Design tone_wave_pwm_flat, sky130hd; sources not shown.
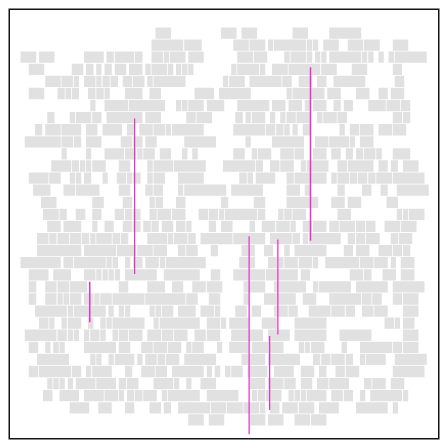
**Above:** run 1 (M4 wires).
Cells faint in the background.
- main direction: vertical
- wire length on this layer: 164 um
- nets with wire on the layer: 5
DRT Wirelength: 10.6 mm
DR vias: 4,056

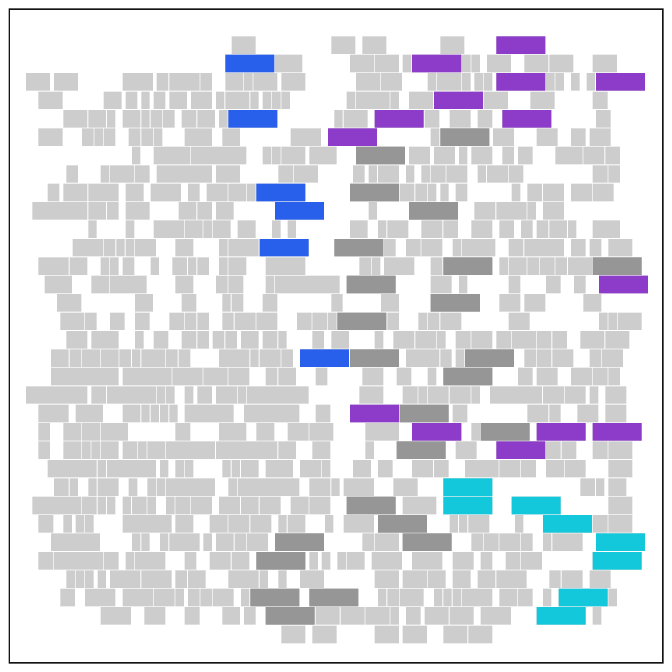
**Above:** run 1 (where the registers sit).
- u_core.active_period: purple (sequential cells 14)
- u_core.pwm_cnt: cyan (sequential cells 8; where south-east)
- u_core.bus.step_idx: blue (sequential cells 6)
- not colored: 24
Register Area: 0.00104 mm^2
Seq power: 0.538 mW
Final Util: 0.652
fraction of area in registers: 0.193

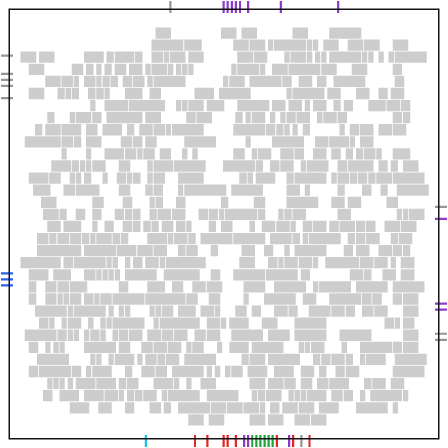
**Above:** run 1 (pin placement).
Pins as bars across the die edge, other pins in gray.
- bus_volume: blue (pins 3; direction input; edge west)
- bus_sixty_fourth_period: purple (pins 14; direction input; edge 8 north, 3 south, 3 east)
- bus_sample: red (pins 8; direction output; edge south)
- clk: cyan (pins 1; direction input; edge south)
- bus_tone: green (pins 6; direction input; edge south)
- all pins by edge: 19 south, 9 north, 8 west, 6 east
Die Y: 96.3 um
Die Width: 96.3 um

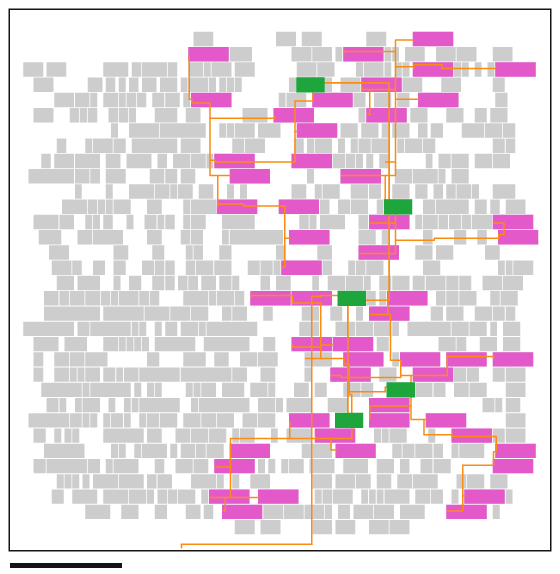
**Above:** run 1 (clock network drawn from the DEF).
Bar = 20 um.
- clock wires: orange (length 632 um)
- flip-flops: magenta (count 52)
- cells driving clock nets: green (count 5)
- routed clock nets: 6
Clock Power Share: 0.134
clk ins delay skew pair: 0.31 ns
P_clk: 0.245 mW

==> job_summary.md, run 1 <==
### Yosys + OpenROAD results

| Metric | Value |
|---|---|
| Status | finished, final reports clean |
| Uppermost layer routed | met4 |
| Post-Synth AOI/OAI Area | 0.152 |
| Net Sw Frac | 0.452 |
| Initial antenna violation count | 0 |
| NonClk Buf Share | 0.125 |
| Final setup violation count | 0 |
| Mux contribution to synthesized area | 0.0623 |
| Worst Path Buf+Inv | 3 |
| Met2 WL | approximately 5.2 mm |
| Yosys Chip Area | 0.00452 mm^2 |
| Final worst slack | between 0.5 and 0.6 ns |
| Fp util | 0.547 |
| Worst-case clock buffer depth | 2 |
| Dpl cells | 697 |
| Sw Pwr | 0.826 mW |
| Adder Share, Synth | 0.142 |
| Hold Slack | ~0.42 ns |
| Max-area cell class | logic gates |
| Slowest CP cell | mux4_2 |
| Post-CTS setup buffer count | 3 |
| Nets@finish | about 680 |
| Via density | about 5.7 |
| Count leader, synth | nor2_1 |
| Commonest cells in the netlist | nor2_1 (54), dfxtp_1 (52), nand2_1 (51) |
| # clk buffers | 6 |
| Clock root cell | clkbuf_8 |
| CP Class | reg2reg |
| First-pass GRT wire length | roughly 17 mm |
| Post-Synthesis Cells | 556 |
| Yosys simple share | 0.259 |
| Layout area overhead | 19.2% |
| Top_reg_cell synth | dfxtp_1 |
| CP delay by family, top | adder cells |
| Slew headroom | 0.443 |
| Pin count of the biggest net entering global routing | 23 |
**Run 1: routing congestion map**

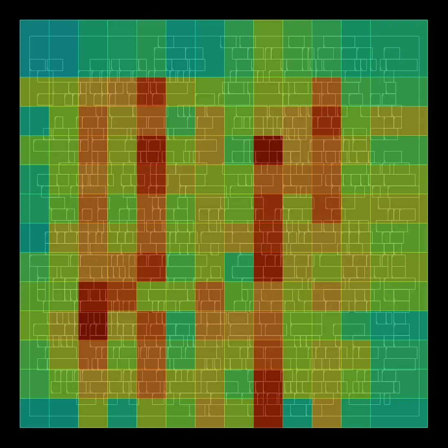

==> inputs of run 2 (changes only) <==
--- a/config.mk
+++ b/config.mk
@@ -5,12 +5,12 @@
 export SDC_FILE = /design/constraint.sdc
 export NUM_CORES = 1
 export LEC_CHECK = 0
-export CAP_MARGIN = 15
+export CAP_MARGIN = 20
 export CORE_MARGIN = 2
 export CORE_UTILIZATION = 53
 export DETAILED_ROUTE_END_ITERATION = 10
 export HOLD_SLACK_MARGIN = 0.02
-export PLACE_DENSITY_LB_ADDON = 0.08
+export PLACE_DENSITY = 0.77
 export REMOVE_ABC_BUFFERS = 1
 export SETUP_SLACK_MARGIN = 0.4
 export SYNTH_ARGS = -nofsm -noshare
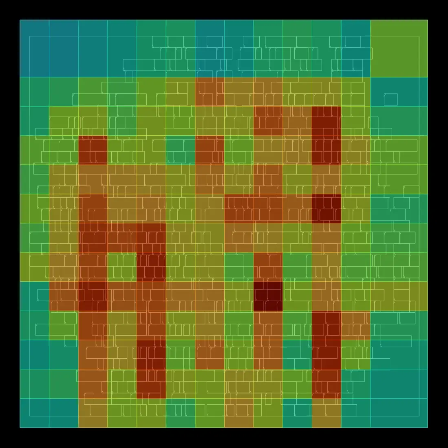
**Above:** run 2 (routing congestion map).
met2 GRT Util: 0.406
WL/cell: 15.1 um
GR peak layer: met2
met3 Usage GRT: 0.0235
gr usage total: 0.232

==> run 2 against run 1 <==
  * Via count grew 1.7%
  * Highest routed layer unchanged
  * Non-clock buffer count grew 5
  * Sequential share of layout area shrank 0.17 points
  * Utilization grew 1.1 points
  * Sequential cell count is the same
  * Worst setup slack gained 0.0041 ns
  * Maximum frequency is essentially flat
==> job_summary.md, run 2 <==
### Yosys + OpenROAD results

| Metric | Value |
|---|---|
| HPWL Detailed | just under 8 mm |
| NonClk Buf Share | 0.128 |
| Max power group | combinational cells |
| Uppermost layer routed | met4 |
| Initial antenna violation count | 0 |
| Slew headroom | 0.393 |
| Fraction of area in registers | 0.192 |
| Post-CTS setup buffer count | 1 |
| Mux contribution to synthesized area | 0.0623 |
| Register Area | 0.00105 mm^2 |
| Sw Pwr | roughly 0.83 mW |
| Final Util | 0.662 |
| Adder Share, Synth | 0.142 |
| Net Sw Frac | 0.446 |
| DRT Wirelength | 10.9 mm |
| Die Width | between 90 and 100 um |
| Post-Synthesis Cells | 556 |
| Yosys Chip Area | 0.00452 mm^2 |
| Layout area overhead | 21.1% |
| Fin area | 0.00547 mm^2 |
| CP delay by family, top | adder cells |
| Worst-case clock buffer depth | 2 |
| Nets@finish | slightly below 700 |
| Status | finished, final reports clean |
| Seq pwr share | 0.289 |
| Final worst slack | 0.534 ns |
| Dpl cells | between 600 and 700 |
| Via density | 5.74 |
| Seq power | roughly 0.54 mW |
| MI comb area | 0.00333 mm^2 |
| Synth Cell Area | between 0.004 and 0.005 mm^2 |
| Met2 WL | 5.35 mm |
| Clock root cell | clkbuf_8 |
| Wire length on met1 | 4.95 mm |
| Die Y | roughly 96 um |
| H-tree levels | 2 |
| Final setup violation count | 0 |
| Worst Path Buf+Inv | 2 |
| Hold Slack | 0.411 ns |
| Post-Synth AOI/OAI Area | 0.152 |
| DR vias | between 4,000 and 5,000 |
| Hold Crit Class | reg2reg |
| Fp util | 0.547 |
| Pin count of the biggest net entering global routing | 29 |
| Top_reg_cell synth | dfxtp_1 |
| Slowest CP cell | mux4_2 |
| Count leader, synth | nor2_1 |
| # clk buffers | 6 |
| #MultiIn Comb | between 400 and 500 |
| First-pass GRT wire length | 17.4 mm |
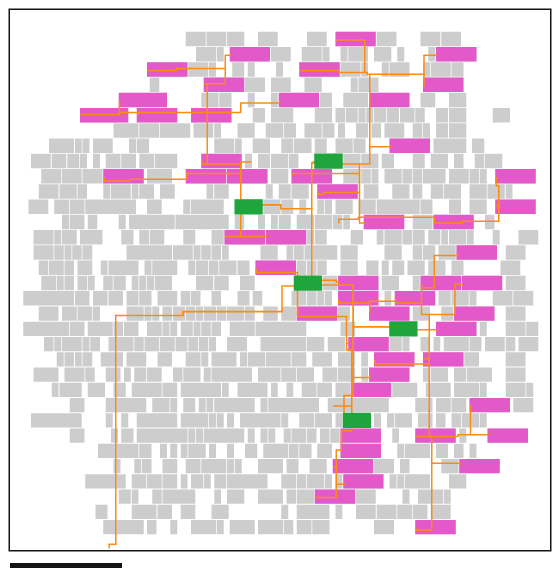
**Above:** run 2 (clock network drawn from the DEF).
Bar = 20 um.
- clock wires: orange (length 647 um)
- cells driving clock nets: green (count 5)
- flip-flops: magenta (count 52)
- routed clock nets: 6
clk ins delay skew pair: 0.30 ns
Clock Power Share: 0.152
P_clk: 0.283 mW

Power and IR drop assume default switching activity.
